<file path="config.mk">
export PLATFORM = sky130hd
export DESIGN_NAME = zp_stream
export DESIGN_NICKNAME = d
export VERILOG_FILES = /design/src/rtl/cnn_pkg.sv /design/src/rtl/zp_pos_cnt.sv /design/src/rtl/zp_stream.sv
export SDC_FILE = /design/constraint.sdc
export NUM_CORES = 1
export LEC_CHECK = 0
export ABC_AREA = 1
export CAP_MARGIN = 20
export CORE_MARGIN = 1.5
export CORE_UTILIZATION = 47
export DETAILED_ROUTE_END_ITERATION = 16
export PLACE_DENSITY = 0.76
export SLEW_MARGIN = 10
export SYNTH_ARGS = -nofsm -noshare
export SYNTH_HDL_FRONTEND = slang
export SYNTH_SLANG_ARGS = --single-unit
export TNS_END_PERCENT = 30
</file>
<file path="constraint.sdc">
create_clock -name clk -period 1.9 [get_ports clk]
set_input_delay 0.57 -clock clk [delete_from_list [all_inputs] [get_ports clk]]
set_output_delay 0.57 -clock clk [all_outputs]
set_load 0.02 [all_outputs]
</file>
<file path="src/rtl/cnn_pkg.sv">
// Shared definitions for the CNN feature-map path: padded extents, counter
// widths and the packed pixel layout used by the streaming stages.
package cnn_pkg;

    localparam int DEF_DATA_WIDTH = 8;
    localparam int DEF_C          = 1;
    localparam int DEF_BEAT_W     = DEF_C * DEF_DATA_WIDTH;

    // Lane k of a beat lives at [k*DATA_WIDTH +: DATA_WIDTH].
    typedef logic [DEF_C-1:0][DEF_DATA_WIDTH-1:0] pix_t;

    // Never returns 0 so a 1-pixel extent still gets a real counter bit.
    function automatic int clog2(input int value);
        int w;
        w = 1;
        while ((1 << w) < value) begin
            w = w + 1;
        end
        return w;
    endfunction

    function automatic int padded(input int extent, input int pad);
        return extent + 2 * pad;
    endfunction

    function automatic int beat_width(input int c, input int dw);
        return c * dw;
    endfunction

endpackage

</file>
<file path="src/rtl/zp_pos_cnt.sv">
// Raster position counter over the padded map, with interior and
// frame/line marker decode for the beat about to be generated.
module zp_pos_cnt
    import cnn_pkg::*;
#(
    parameter int W = 32,
    parameter int H = 32,
    parameter int P = 1
) (
    input  logic clk,
    input  logic rst,
    input  logic step,
    output logic interior,
    output logic at_origin,
    output logic at_eol,
    output logic at_eof
);

    localparam int PW = padded(W, P);
    localparam int PH = padded(H, P);
    localparam int XW = clog2(PW);
    localparam int YW = clog2(PH);
    localparam logic [XW-1:0] X_LAST = XW'(PW - 1);
    localparam logic [YW-1:0] Y_LAST = YW'(PH - 1);

    logic [XW-1:0] ox;
    logic [YW-1:0] oy;

    always_ff @(posedge clk) begin
        if (rst) begin
            ox <= '0;
            oy <= '0;
        end else if (step) begin
            if (ox == X_LAST) begin
                ox <= '0;
                oy <= (oy == Y_LAST) ? '0 : oy + 1'b1;
            end else begin
                ox <= ox + 1'b1;
            end
        end
    end

    assign at_origin = (ox == '0) && (oy == '0);
    assign at_eol    = (ox == X_LAST);
    assign at_eof    = at_eol && (oy == Y_LAST);

    generate
        if (P == 0) begin : g_no_pad
            assign interior = 1'b1;
        end else begin : g_pad
            localparam logic [XW-1:0] X_LO = XW'(P);
            localparam logic [XW-1:0] X_HI = XW'(W + P);
            localparam logic [YW-1:0] Y_LO = YW'(P);
            localparam logic [YW-1:0] Y_HI = YW'(H + P);
            assign interior = (ox >= X_LO) && (ox < X_HI) && (oy >= Y_LO) && (oy < Y_HI);
        end
    endgenerate

endmodule

</file>
<file path="src/rtl/zp_stream.sv">
// Streaming zero-padding stage: wraps an H x W raster stream in a P-pixel
// border through a single back-pressurable output register.
module zp_stream
    import cnn_pkg::*;
#(
    parameter int W          = 32,
    parameter int H          = 32,
    parameter int DATA_WIDTH = 8,
    parameter int C          = 1,
    parameter int P          = 1
) (
    input  logic                    clk,
    input  logic                    rst,
    input  logic [DATA_WIDTH-1:0]   pad_val,
    input  logic                    in_valid,
    output logic                    in_ready,
    input  logic [C*DATA_WIDTH-1:0] in_data,
    output logic                    out_valid,
    input  logic                    out_ready,
    output logic [C*DATA_WIDTH-1:0] out_data,
    output logic                    out_sof,
    output logic                    out_eol,
    output logic                    out_eof,
    output logic                    busy
);

    localparam int BW = beat_width(C, DATA_WIDTH);

    logic                  interior;
    logic                  at_origin;
    logic                  at_eol;
    logic                  at_eof;
    logic                  adv;
    logic                  gen;
    logic                  step;
    logic [DATA_WIDTH-1:0] pad_q;
    logic [DATA_WIDTH-1:0] pad_now;
    logic [BW-1:0]         border_beat;

    assign adv      = !out_valid || out_ready;
    assign in_ready = adv && interior && !rst;
    assign gen      = adv && (!interior || in_valid);
    assign step     = gen && !rst;

    // The origin beat must already carry the new frame's pad value.
    assign pad_now     = at_origin ? pad_val : pad_q;
    assign border_beat = {C{pad_now}};

    zp_pos_cnt #(
        .W (W),
        .H (H),
        .P (P)
    ) u_pos (
        .clk       (clk),
        .rst       (rst),
        .step      (step),
        .interior  (interior),
        .at_origin (at_origin),
        .at_eol    (at_eol),
        .at_eof    (at_eof)
    );

    always_ff @(posedge clk) begin
        if (rst) begin
            out_valid <= 1'b0;
            out_data  <= '0;
            out_sof   <= 1'b0;
            out_eol   <= 1'b0;
            out_eof   <= 1'b0;
            pad_q     <= '0;
        end else if (adv) begin
            out_valid <= gen;
            if (gen) begin
                out_data <= interior ? in_data : border_beat;
                out_sof  <= at_origin;
                out_eol  <= at_eol;
                out_eof  <= at_eof;
            end
            if (gen && at_origin) begin
                pad_q <= pad_val;
            end
        end
    end

    assign busy = !at_origin || out_valid;

endmodule

</file>
Fig. 1: run 1, power grid
Pins as bars on the die edge.
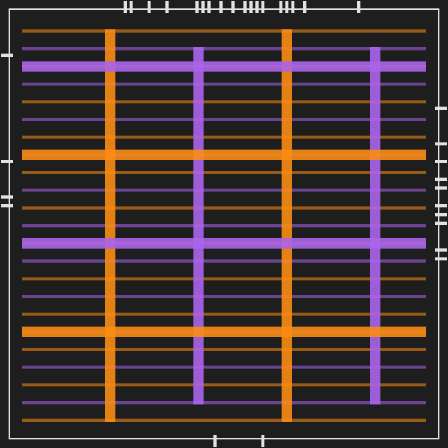
color	net
orange	VSS
purple	VDD
met4 straps	4
met5 straps	4

Fig. 2: run 1, clock routing
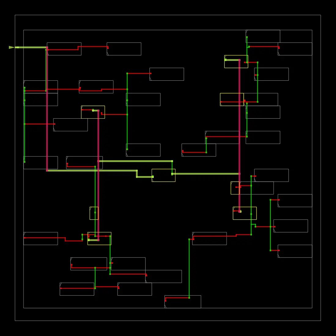
registers: 32
Clock Sinks: 32
Fin Clk Skew: 7.66 ps

Fig. 3: run 1, register map, names as in the netlist
Other sequential cells in the stronger gray, the rest of the logic in the fainter gray.
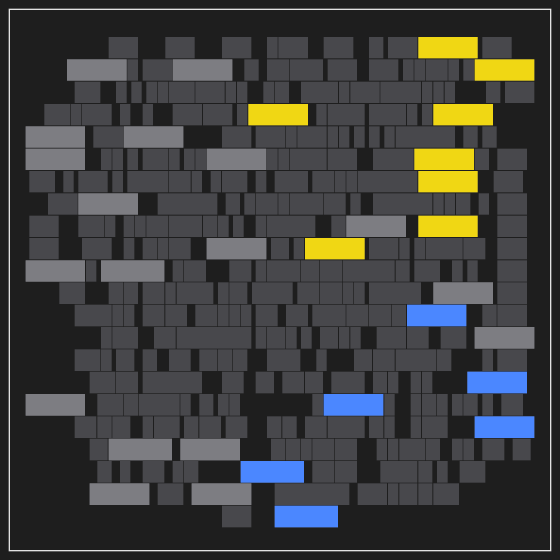
color	signal	flops
blue	u_pos.oy	6
yellow	out_data	8
not colored	18

Fig. 4: run 1, met1 routing
Supply wires on this layer in gray.
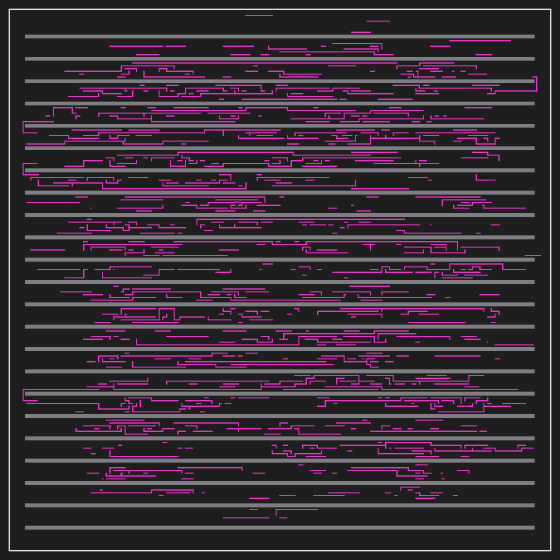
wire length on this layer	2,210 um
nets with wire on the layer	317
share of all routed wire	45%
main direction	horizontal
via count: 1,872
final WL: 4910 um
GR Layer Usage met1: 0.291

==> run notes, run 1 <==
yosys + openroad results -> status complete, but fails checks, failing checks setup timing, Final Core Density 0.739, initial DRC count 115, cells after synthesis 249, Logic power comb 485 uW, Synth Warn # 0, cell area power density 648 mW/mm2, Top cells by area dfxtp_1 35%, nand2_1 13%, inv_1 5.3%, Setup CP Type flop to output pin, CTS tree built, dpl ws -578 ps, sequential fraction of design power 0.414, M3 GR Usage 0.0409, final instance area 0.00275 mm2, # hold bufs at CTS 0, end of the critical path in_ready, worst skew pair latency 300 ps, WL/cell 13.2 um, core area 0.00372 mm2, height of the die 65.8 um, n_taps 48, main flop type dfxtp_1, worst path required time 1330 ps, Tot GR Track Use 0.234, stages on the worst setup path 11, largest registers out_data (8), pad_q (8), register area 646 um2, Die ar. 0.00433 mm2, Syn Nets 275, DRT met1 WL 2210 um, Layout clock area frac 0.0337, Synth async-reset ratio 0, chip width 65.8 um, yosys xor share 0.0331, GPL Wtd Cong 0.846, first-pass GRT wire length 7760 um, count of endpoints failing setup in the final report 12, Worst setup SP type flop, Max FO, Critical Path 2, adder share 0.0405, Non-clk bufs 75, fin. max-slew vios 0, initial antenna violation count 0, VDD IR max 0.000531 V, Final Cycle Share 1.13, and+or+nand+nor area frac 0.354, Top Consumer sequential cells, Worst Tran Pin Value 346 ps, flop share of the area 0.235, filler instances 293, sequential cell power 736 uW, min cycle time layout 2150 ps, Non-clk invs 28, fraction of area in multi-input gates 0.427, Worst path top cell family by delay simple AND/OR/NAND/NOR gates, max-cap viol count 0, most common logic cells in the final layout 61 x nand2_1, 39 x buf_4, 31 x clkdlybuf4s50_1, Yosys Instances 249, dominant logic cell type in the layout nand2_1, synth unique cells 27, num rows 22, yosys aoi share 0.137, Slew headroom 0.769, CTS root buf clkbuf_8, worst endpoint data arrival time 1580 ps, Tool Warnings 33, reg2reg end pad_q[1], GR Overflow Total 0, multi-input gates 182, Critical path buffers and inverters 3, port bufs 33, clock-net power 559 uW, non-clock buffer share of cell area 0.241, Post-synth top cells 64 x nand2_1, 32 x dfxtp_1, 26 x inv_1, grt met2 use 0.390, Logic family by area simple AND/OR/NAND/NOR gates, first drt pass iteration count 4, Seq/Total Area, Yosys 0.346, TritonCTS buffer count 5, RSZ-0062 raised after global routing true, Layout clock buffers 6, Hold Slack 471 ps, YS chip area 0.00185 mm2, number of enable flip-flop cells 0, diode count 0, clock share of power 0.314, via-per-instance ratio 5.02, I/O pin total 34, DRC viols 0, vias in the first global route 1,776, Setup WS post-layout -251 ps, Hold Fails Final Rpt 0, leak pwr 1.20 nW, worst hold endpoint pad_q[2], worst hold path stage count 2, Comb gate area 0.00117 mm2, Cell Count, Final, Fillers Out 373, Net Sw Frac 0.307, worst r2r src u_pos.ox[3], setup TNS -577 ps, Bufs on Longest Clock Path 2, Worst path slowest cell dfxtp_2, syn_area_per_cell 7.44 um2, top-count cell post-synth nand2_1
==> run 2, diff against run 1 <==
--- a/config.mk
+++ b/config.mk
@@ -11,6 +11,7 @@
 export CORE_UTILIZATION = 47
 export DETAILED_ROUTE_END_ITERATION = 16
 export PLACE_DENSITY = 0.76
+export RECOVER_POWER = 100
 export SLEW_MARGIN = 10
 export SYNTH_ARGS = -nofsm -noshare
 export SYNTH_HDL_FRONTEND = slang
==> run notes, run 2 <==
yosys + openroad results -> Tool Warnings 33, n_taps 48, Setup CP Type flop to output pin, fin. max-slew vios 0, worst endpoint data arrival time 1580 ps, Top Consumer sequential cells, floorplan utilization 0.499, syn_area_per_cell 7.44 um2, Layout clock area frac 0.0337, stages on the worst setup path 11, final instance area 0.00275 mm2, first-pass GRT wire length 7760 um, Top cells by area dfxtp_1 35%, nand2_1 13%, inv_1 5.3%, min cycle time layout 2150 ps, Bufs on Longest Clock Path 2, Tot GR Track Use 0.234, Worst path slowest cell dfxtp_2, height of the die 65.8 um, sequential fraction of design power 0.414, met3 routed wirelength 145 um, non-clock buffer share of cell area 0.241, CTS root buf clkbuf_8, end of the critical path in_ready, Comb gate area 0.00117 mm2, multi-input gates 182, share of post-route cells with drive strength above 1 0.351, WL/cell 13.2 um, grt met2 use 0.390, initial DRC count 115, clock-net power 559 uW, sequential cell power 736 uW, reg2reg end pad_q[1], register area 646 um2, worst path required time 1330 ps, filler instances 293, most common logic cells in the final layout 61 x nand2_1, 39 x buf_4, 30 x clkdlybuf4s50_1, port bufs 33, adder share 0.0405, YS chip area 0.00185 mm2, status complete, but fails checks, Hold Slack 471 ps, main flop type dfxtp_1, worst hold path stage count 2, DRT met1 WL 2210 um, initial antenna violation count 0, dpl ws -578 ps, Post-synth top cells 64 x nand2_1, 32 x dfxtp_1, 26 x inv_1, H-tree depth 2, Worst Tran Pin Value 346 ps, Fin Clk Skew 7.66 ps, cells after synthesis 249, number of enable flip-flop cells 0, Logic power comb 484 uW, Worst setup SP type flop, core area 0.00372 mm2, Net Sw Frac 0.307, Final Core Density 0.739, GPL Wtd Cong 0.846, registers 32, Yosys Instances 249, # hold bufs at CTS 0, chip width 65.8 um, max-cap viol count 0, RSZ-0062 raised after global routing true, CP Cell Sequence inv_2, ha_4, inv_2, nor2_2, nand2_2, nand2_1, nand2_2, nor2_4, nand2_4, nor3_4, buf_6, GR Overflow Total 0, Final Cycle Share 1.13, CP startpoint u_pos.oy[1], setup TNS -577 ps, Hold Fails Final Rpt 0, cell area power density 648 mW/mm2, count of endpoints failing setup in the final report 12, yosys xor share 0.0331, clock share of power 0.314, Layout clock buffers 6, yosys aoi share 0.137, worst hold endpoint pad_q[2], Non-clk invs 28, TritonCTS buffer count 5, failing checks setup timing, largest area contributor in the netlist dfxtp_1, DP HPWL 3400 um, Clock Sinks 32, diode count 0, Synth Warn # 0, Setup WS post-layout -251 ps, vias in the first global route 1,776, Syn Nets 275, via count 1,872, Worst path top cell family by delay simple AND/OR/NAND/NOR gates, Die ar. 0.00433 mm2, VDD IR max 0.000531 V, Max FO, Critical Path 2, Synth async-reset ratio 0, synth unique cells 27, leak pwr 1.20 nW, final WL 4910 um, top-count cell post-synth nand2_1, via-per-instance ratio 5.02, GR Layer Usage met1 0.291, largest registers out_data (8), pad_q (8), I/O pin total 34, Slew headroom 0.769, Non-clk bufs 75, CTS tree built, post-CTS setup buffer count 4, worst skew pair latency 300 ps, Int Pwr 1.23 mW, and+or+nand+nor area frac 0.354, Logic family by area simple AND/OR/NAND/NOR gates, synthesized area 0.00185 mm2, num rows 22, M3 GR Usage 0.0409, flop share of the area 0.235, worst r2r src u_pos.ox[3], Critical path buffers and inverters 3, Seq/Total Area, Yosys 0.346, DRC viols 0, first drt pass iteration count 4
Fig. 5: run 2, met1 routing
Supply wires on this layer in gray.
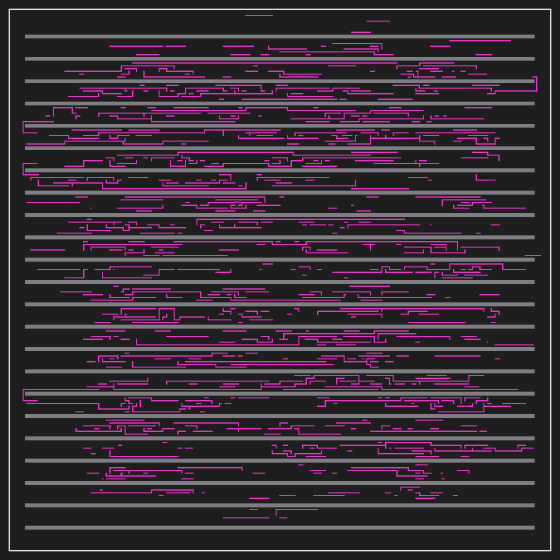
share of all routed wire	45%
main direction	horizontal
longest straight run	32.2 um

Fig. 6: run 2, register map, names as in the netlist
Other sequential cells in the stronger gray, the rest of the logic in the fainter gray.
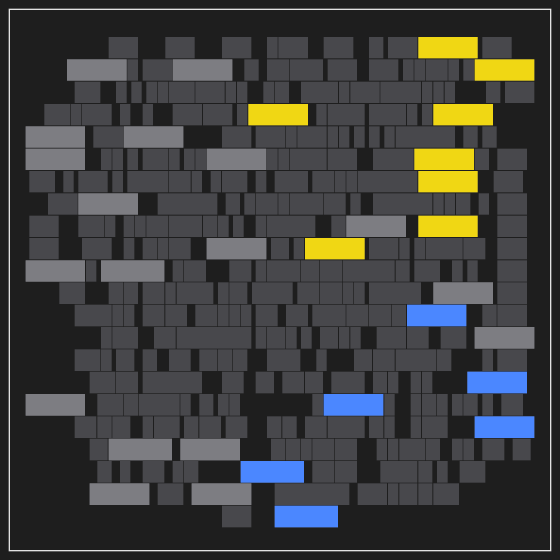
color	signal	flops
yellow	out_data	8
blue	u_pos.oy	6

Fig. 7: run 2, gate families picked out
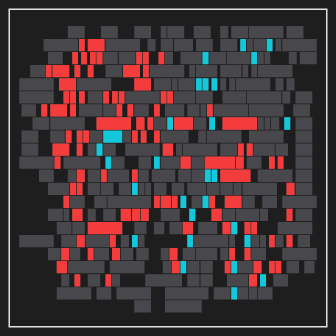
color	family	cells
red	nand cells	97
cyan	inv cells	28
Cell Count, Final, Fillers Out: 373
dominant logic cell type in the layout: nand2_1
fraction of area in multi-input gates: 0.427

Power is estimated from default activity; no workload was simulated.
